`config.mk`:
```
export PLATFORM = sky130hd
export DESIGN_NAME = cmd_gen_flat
export DESIGN_NICKNAME = d
export VERILOG_FILES = /design/src/rtl/cmd_gen_if.sv /design/src/rtl/cmd_gen.sv /design/src/flat_wrapper.sv
export SDC_FILE = /design/constraint.sdc
export NUM_CORES = 1
export LEC_CHECK = 0
export CORE_AREA = 2 2 122 124
export CTS_CLUSTER_DIAMETER = 100
export DETAILED_ROUTE_END_ITERATION = 7
export DIE_AREA = 0 0 124 126
export PLACE_DENSITY_LB_ADDON = 0.2
export SYNTH_ARGS = -nofsm -noshare
export SYNTH_HDL_FRONTEND = slang
export SYNTH_SLANG_ARGS = --single-unit
export TNS_END_PERCENT = 10
```
`constraint.sdc`:
```
create_clock -name i_clk -period 3 [get_ports i_clk]
set_input_delay 0.9 -clock i_clk [delete_from_list [all_inputs] [get_ports i_clk]]
set_output_delay 0.9 -clock i_clk [all_outputs]
set_load 0.01 [all_outputs]
```
`src/rtl/cmd_gen_if.sv`:
```
// Request and byte-stream bundle between the sequencer, cmd_gen and the TX buffer.
// Latency: wires only.
// Backpressure: i_tx_full from the downstream buffer, o_cmd_ready toward the sequencer.
interface cmd_gen_if;
    logic        i_cmd_valid;
    logic        o_cmd_ready;
    logic [3:0]  i_cmd_op;
    logic [23:0] i_cmd_arg;
    logic        o_data_valid;
    logic [7:0]  o_data;
    logic        i_tx_full;

    // Sequencer / downstream side
    modport master (
        output i_cmd_valid, i_cmd_op, i_cmd_arg, i_tx_full,
        input  o_cmd_ready, o_data_valid, o_data
    );

    // Encoder side
    modport slave (
        input  i_cmd_valid, i_cmd_op, i_cmd_arg, i_tx_full,
        output o_cmd_ready, o_data_valid, o_data
    );
endinterface

```
`src/rtl/cmd_gen.sv`:
```
// ASCII command encoder: opcode+argument request -> 4-char keyword plus optional hex/decimal digit bytes.
// Latency: first byte valid the cycle after accept; one byte per unstalled cycle.
// Backpressure: i_tx_full high holds the byte index and suppresses o_data_valid; requests accepted only when idle.
module cmd_gen #(
    parameter int ARG_DIGITS = 6
) (
    input  logic        i_clk,
    input  logic        i_rst,
    cmd_gen_if.slave    bus,
    output logic        o_busy,
    output logic        o_err,
    output logic [15:0] o_cmd_cnt
);

    localparam logic [1:0] IDLE = 2'd0;
    localparam logic [1:0] KEY  = 2'd1;
    localparam logic [1:0] ARG  = 2'd2;

    localparam int         ARG_W    = 4 * ARG_DIGITS;
    localparam logic [7:0] LAST_DIG = 8'(ARG_DIGITS - 1);

    logic [1:0]       state;
    logic [3:0]       op_q;
    logic [ARG_W-1:0] arg_sh;   // wide argument, shifted left one nibble per emitted digit
    logic [7:0]       idx;
    logic             rdy_q;
    logic             dvld_q;
    logic [7:0]       data_q;

    logic             accept;
    logic             legal;
    logic             wide_arg;
    logic             short_arg;
    logic             last_byte;
    logic [7:0]       key_byte;
    logic [7:0]       arg_byte;

    assign bus.o_cmd_ready  = rdy_q;
    assign bus.o_data_valid = dvld_q;
    assign bus.o_data       = data_q;

    function automatic logic [7:0] kw_char(input logic [3:0] op, input logic [1:0] i);
        logic [31:0] w;
        case (op)
            4'd0:    w = "CMOD";
            4'd1:    w = "DMOD";
            4'd2:    w = "SADR";
            4'd3:    w = "SLEN";
            4'd4:    w = "SRST";
            4'd5:    w = "PICP";
            4'd6:    w = "RST1";
            4'd7:    w = "RST2";
            4'd8:    w = "CINT";
            4'd9:    w = "NCON";
            4'd10:   w = "RPRR";
            default: w = 32'h0;
        endcase
        case (i)
            2'd0:    return w[31:24];
            2'd1:    return w[23:16];
            2'd2:    return w[15:8];
            default: return w[7:0];
        endcase
    endfunction

    function automatic logic [7:0] hex_char(input logic [3:0] n);
        return (n < 4'd10) ? (8'h30 + {4'h0, n}) : (8'h37 + {4'h0, n});
    endfunction

    // Decode of the latched request and the byte due on the next free cycle
    always_comb begin
        accept    = (state == IDLE) && bus.i_cmd_valid && rdy_q;
        legal     = (bus.i_cmd_op <= 4'd10);
        wide_arg  = (op_q == 4'd2) || (op_q == 4'd3);
        short_arg = (op_q == 4'd8) || (op_q == 4'd9);
        key_byte  = kw_char(op_q, idx[1:0]);
        arg_byte  = wide_arg ? hex_char(arg_sh[ARG_W-1 -: 4])
                             : (8'h30 + {6'd0, arg_sh[1:0]});
        last_byte = ((state == KEY) && (idx == 8'd3) && !wide_arg && !short_arg) ||
                    ((state == ARG) && (short_arg || (idx == LAST_DIG)));
    end

    // Request acceptance, byte sequencing and completion counting
    always_ff @(posedge i_clk) begin
        if (i_rst) begin
            state     <= IDLE;
            op_q      <= 4'd0;
            arg_sh    <= '0;
            idx       <= 8'd0;
            rdy_q     <= 1'b0;
            dvld_q    <= 1'b0;
            data_q    <= 8'd0;
            o_busy    <= 1'b0;
            o_err     <= 1'b0;
            o_cmd_cnt <= 16'd0;
        end else begin
            o_err  <= 1'b0;
            dvld_q <= 1'b0;
            case (state)
                IDLE: begin
                    rdy_q <= 1'b1;
                    if (accept) begin
                        op_q   <= bus.i_cmd_op;
                        arg_sh <= ARG_W'(bus.i_cmd_arg);
                        if (legal) begin
                            state  <= KEY;
                            idx    <= 8'd0;
                            rdy_q  <= 1'b0;
                            o_busy <= 1'b1;
                        end else begin
                            o_err <= 1'b1;
                        end
                    end
                end
                KEY, ARG: begin
                    if (!bus.i_tx_full) begin
                        dvld_q <= 1'b1;
                        data_q <= (state == KEY) ? key_byte : arg_byte;
                        if ((state == ARG) && wide_arg) begin
                            arg_sh <= arg_sh << 4;
                        end
                        if (last_byte) begin
                            state     <= IDLE;
                            rdy_q     <= 1'b1;
                            o_busy    <= 1'b0;
                            o_cmd_cnt <= o_cmd_cnt + 16'd1;
                        end else if ((state == KEY) && (idx == 8'd3)) begin
                            state <= ARG;
                            idx   <= 8'd0;
                        end else begin
                            idx <= idx + 8'd1;
                        end
                    end
                end
                default: state <= IDLE;
            endcase
        end
    end

endmodule

```
`src/flat_wrapper.sv`:
```
// flat-port wrapper written by rule: the top's interface ports become plain ports
module cmd_gen_flat 
#(
    parameter int ARG_DIGITS = 6
)
  (i_clk, i_rst, o_busy, o_err, o_cmd_cnt, bus_i_cmd_valid, bus_i_cmd_op, bus_i_cmd_arg, bus_i_tx_full, bus_o_cmd_ready, bus_o_data_valid, bus_o_data);
  cmd_gen_if bus_i ();
  input  logic i_clk;
  input  logic i_rst;
  output logic o_busy;
  output logic o_err;
  output logic [15:0] o_cmd_cnt;
  input wire logic [$bits(bus_i.i_cmd_valid)-1:0] bus_i_cmd_valid;
  input wire logic [$bits(bus_i.i_cmd_op)-1:0] bus_i_cmd_op;
  input wire logic [$bits(bus_i.i_cmd_arg)-1:0] bus_i_cmd_arg;
  input wire logic [$bits(bus_i.i_tx_full)-1:0] bus_i_tx_full;
  output wire logic [$bits(bus_i.o_cmd_ready)-1:0] bus_o_cmd_ready;
  output wire logic [$bits(bus_i.o_data_valid)-1:0] bus_o_data_valid;
  output wire logic [$bits(bus_i.o_data)-1:0] bus_o_data;
  assign bus_i.i_cmd_valid = bus_i_cmd_valid;
  assign bus_i.i_cmd_op = bus_i_cmd_op;
  assign bus_i.i_cmd_arg = bus_i_cmd_arg;
  assign bus_i.i_tx_full = bus_i_tx_full;
  assign bus_o_cmd_ready = bus_i.o_cmd_ready;
  assign bus_o_data_valid = bus_i.o_data_valid;
  assign bus_o_data = bus_i.o_data;
  cmd_gen #(.ARG_DIGITS(ARG_DIGITS)) u_core (.i_clk(i_clk), .i_rst(i_rst), .bus(bus_i), .o_busy(o_busy), .o_err(o_err), .o_cmd_cnt(o_cmd_cnt));
endmodule
```
==> job_summary.md, run 1 <==
## PnR job results

| Metric | Value |
|---|---|
| Run status | `completed` |
| Final WS setup | `about 440 ps` |
| Area fraction in compound gates | `0.1878` |
| Setup bufs post-CTS | `0` |
| CTS resizes | `0` |
| Tcrit/Tclk final | `0.8529` |
| Chip Width | `roughly 120 um` |
| WHS Endpoint | `u_core.bus.o_data[5]` |
| GP Congestion | `just over 0.8` |
| Slew headroom | `0.4302` |
| Slew @ Worst Pin | `around 850 ps` |
| Worst Hold Class | `register to register` |
| Leakage power | `around 0.0019 uW` |
| Post-route DRC | `0` |
| Skew final | `between 10 and 15 ps` |
| Setup crit end | `u_core.idx[0]` |
| Xor/xnor share | `0.03720` |
| Critical path class | `primary input to register` |
| R2R cell count | `8` |
| Yosys adder share | `0.05314` |
| Antenna diodes | `0` |
| Wire per inst | `15.21 um` |
| CTS Buffer Depth | `2` |
| Antenna violations before repair | `0` |
| Gr ovfl total | `0` |
| Crit Path Max Fanout | `7` |
| Clk sinks | `slightly below 90` |
| CTS buffer count | `9` |
| Mapped Area | `0.004238 mm^2` |
| I/O Pins | `60` |
| Post-DP HPWL | `between 7000 and 8000 um` |
| Tool warnings | `39` |
| And+or+nand+nor area frac | `0.2014` |
| Avg Vias per Cell | `about 5` |
| Max-cap violations | `0` |
| Nets | `587` |
| Global-route wire length before repair | `about 17000 um` |
| Synth cell count leaders | `dfxtp_1 (87), nor2_1 (67), nand2_1 (38), o21ai_0 (29), a21oi_1 (28)` |
| Pwr/cell area | `637.7 mW/mm^2` |
[run 1: report_power, final]
part           internal (uW)  switching [uW]
clock network            642             454
registers               1310            94.5
logic                    392             504
total                   2340            1050
[run 1: metal layers]
metal	global-route usage	wire length, um	up-vias
li1	-	-	1818
met1	0.1983	5358	1654
met2	0.2217	4984	76
met3	0.02536	506	13
met4	0.06015	190	0
met5	0	0	-
[run 1: final cells by class]
class                      count  area [um^2]
tap                          184        230.2
sequential                    87         1742
inverter                      16        60.06
timing repair buffer          74        708.2
fill                        1449         8987
multi-input combinational    349         2296
clock inverter                 6        61.31
clock buffer                  10        229.0
[run 1: critical path, stage by stage]
cell	delay [ps]
clkdlybuf4s50_1	540
a21o_1	150
a21oi_1	110
a21oi_1	680
a21oi_1	150
o32a_1	220
nor2_1	80
Fig. 1: run 1, register map, names as in the netlist
Bar = 20 um. Other sequential cells in the stronger gray, the rest of the logic in the fainter gray.
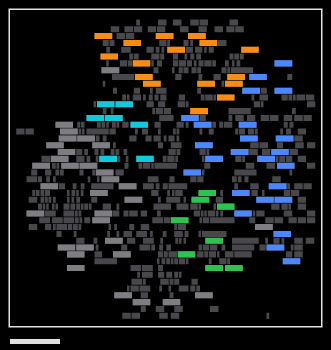
[cyan] u_core.bus.o_data | flops: 7
[green] u_core.idx | flops: 8
[orange] u_core.o_cmd_cnt | flops: 16
[blue] u_core.arg_sh | flops: 24
Register Area: 0.001742 mm^2
Seq area share: 0.3270
Finished Core Util: 0.3721
Flop+latch power: 1400 uW

Fig. 2: run 1, I/O pins on the die edge
Bar = 20 um. Pins as bars across the die edge, other pins in gray.
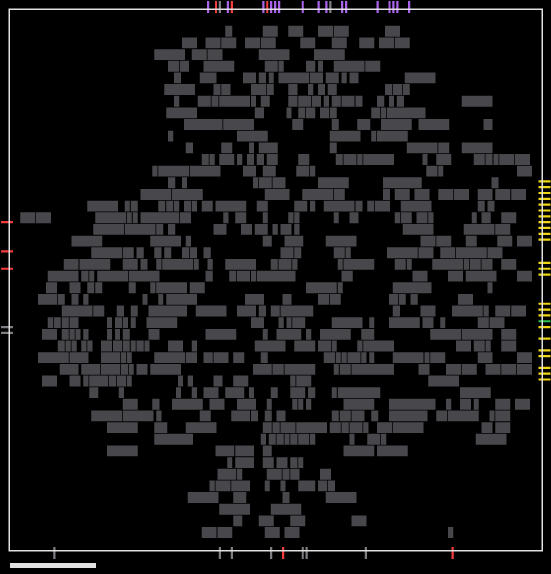
[green] o_err | pins: 1 | direction: output | edge: right
[red] bus_o_data | pins: 8 | direction: output | edge: 3 left, 3 top, 2 bottom
[yellow] bus_i_cmd_arg | pins: 24 | direction: input | edge: right
[purple] o_cmd_cnt | pins: 16 | direction: output | edge: top
all pins by edge: 25 right, 21 top, 9 bottom, 5 left

Fig. 3: run 1, signal wires on met1
Bar = 20 um.
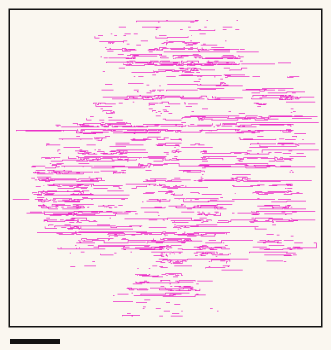
longest straight run: 34.5 um
main direction: horizontal
nets with wire on the layer: 520
share of all routed wire: 49%
Post-Route WL: 11040 um
vias after detailed routing: 3561
met1 usage: 0.1983

Fig. 4: run 1, a small window of the routed layout
Bar = 20 um. Window x 37 to 87, y 63 to 113 um. Cells in gray, sequential cells in the stronger gray; small squares are vias.
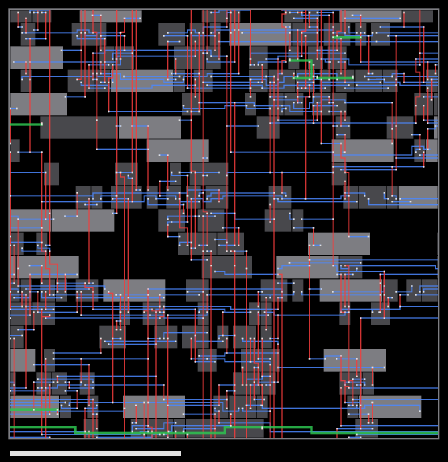

==> inputs of run 2 (changes only) <==
--- a/config.mk
+++ b/config.mk
@@ -5,10 +5,10 @@
 export SDC_FILE = /design/constraint.sdc
 export NUM_CORES = 1
 export LEC_CHECK = 0
-export CORE_AREA = 2 2 122 124
+export CORE_AREA = 8 8 128 130
 export CTS_CLUSTER_DIAMETER = 100
 export DETAILED_ROUTE_END_ITERATION = 7
-export DIE_AREA = 0 0 124 126
+export DIE_AREA = 0 0 136 138
 export PLACE_DENSITY_LB_ADDON = 0.2
 export SYNTH_ARGS = -nofsm -noshare
 export SYNTH_HDL_FRONTEND = slang
Fig. 5: run 2, a small window of the routed layout
Bar = 20 um. Window x 43 to 93, y 72 to 122 um. Cells in gray, sequential cells in the stronger gray; small squares are vias.
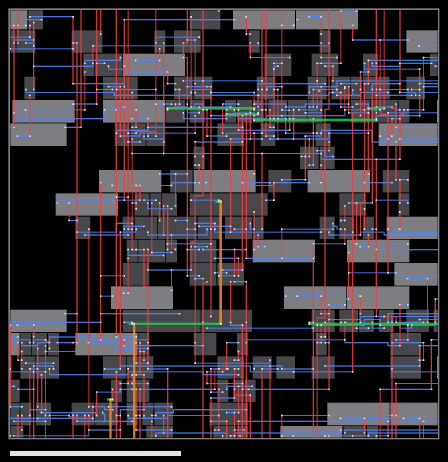
[orange] metal 4
[blue] metal 1
[green] metal 3
[red] metal 2
most frequent: dfxtp_1 (24), nor2_1 (20)
sequential cells in the window: 24
netlist names of flops here include: u_core.o_cmd_cnt (14), u_core.arg_sh (6), u_core.bus.o_data (3)
cells with their middle in the window: 139

Fig. 6: run 2, signal wires on met1
Bar = 50 um.
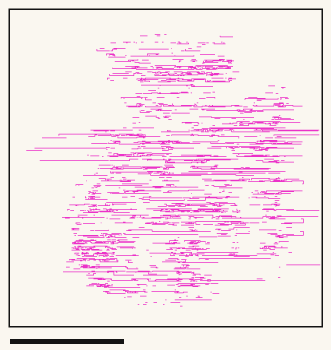
vias after detailed routing: 3512
met1 usage: 0.1471
Post-Route WL: 11030 um

==> job_summary.md, run 2 <==
## PnR job results

| Metric | Value |
|---|---|
| WL met1 | `5200 um (-2.9%)` |
| CTS buffer count | `9 (unchanged)` |
| Chip Width | `136 um (+9.7%)` |
| Met3 Use GR | `0.03007 (+0.004710)` |
| Pwr/cell area | `626.6 mW/mm^2 (-1.7%)` |
| Antenna diodes | `0 (unchanged)` |
| CP max stage delay | `490 ps (-190 ps)` |
| Final WS setup | `380.1 ps (-61.08 ps)` |
| Area-dominant class | `logic gates` |
| Mapped Area | `0.004238 mm^2 (unchanged)` |
| Tool warnings | `39 (unchanged)` |
| Fill count | `1428 (-1.4%)` |
| ClkCell Share | `0.05130 (-0.003198)` |
| Crit path depth | `7 (unchanged)` |
| Worst-path cell chain | `clkdlybuf4s50_1, nand3_2, mux2i_1, or2_2, inv_1, nand2_1, o21ai_0` |
| Slew headroom | `0.4328 (+0.002580)` |
| Wire per inst | `15.26 um (+0.36%)` |
| DR top layer | `met4` |
| Non-clk buf share | `0.1310 (-0.001988)` |
| Gr busiest metal | `met2` |
| Gr ovfl total | `0 (unchanged)` |
| R2R cell count | `8 (unchanged)` |
| Skew final | `7.623 ps (-3.161 ps)` |
| Comb gate area | `0.002296 mm^2 (unchanged)` |
| Slowest CP cell | `clkdlybuf4s50_1` |
| Xor/xnor share | `0.03720 (unchanged)` |
| Non-clock buffers | `72 (-2.7%)` |
| CTS resizes | `0 (unchanged)` |
| Run status | `completed` |
| Yosys adder share | `0.05314 (unchanged)` |
| Critical path class | `primary input to register` |
| CLK BUF | `9 (-1)` |
| I/O Pins | `60 (unchanged)` |
| Crit path buf inv count | `2 (+1)` |
| Gate power share | `0.267 (+0.003)` |
| Tap Cells | `184 (unchanged)` |
Fig. 7: run 2, register map, names as in the netlist
Bar = 50 um. Other sequential cells in the stronger gray, the rest of the logic in the fainter gray.
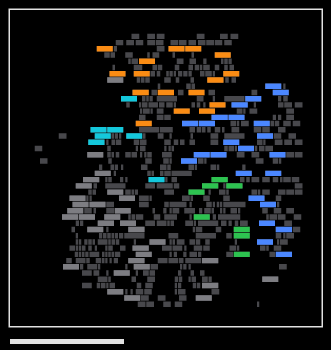
[orange] u_core.o_cmd_cnt | flops: 16 | where: top center
[blue] u_core.arg_sh | flops: 24
[green] u_core.idx | flops: 8
[cyan] u_core.bus.o_data | flops: 7

## run 2: cell count changes in the layout (fill, tap and decap cells not counted)
| cell | delta |
|---|---|
| buf_4 | -2 |
| bufinv_16 | -1 |
| clkbuf_1 | -1 |
| clkinv_2 | -2 |
| clkinvlp_4 | +1 |
| inv_6 | +2 |
## run 2: worst register-to-register path, cell delays in order (launching register included)
cell,delay [ps]
dfxtp_1,400
inv_1,100
ha_1,420
nor2b_1,250
and4_1,220
a32oi_1,190
buf_4,220
or3_1,300
a21oi_1,140
## run 2: power by group through the flow
stage | registers [uW] | logic, uW | clock network (uW)
2_1_floorplan | 1410 | 611 | 0
3_3_place_gp | 1430 | 883 | 0
3_5_place_dp | 1430 | 888 | 0
4_1_cts | 1410 | 894 | 1070
5_1_grt | 1420 | 991 | 1120
6_report | 1400 | 886 | 1030
Power figures rest on the tool's default switching activity, not on a simulated workload.
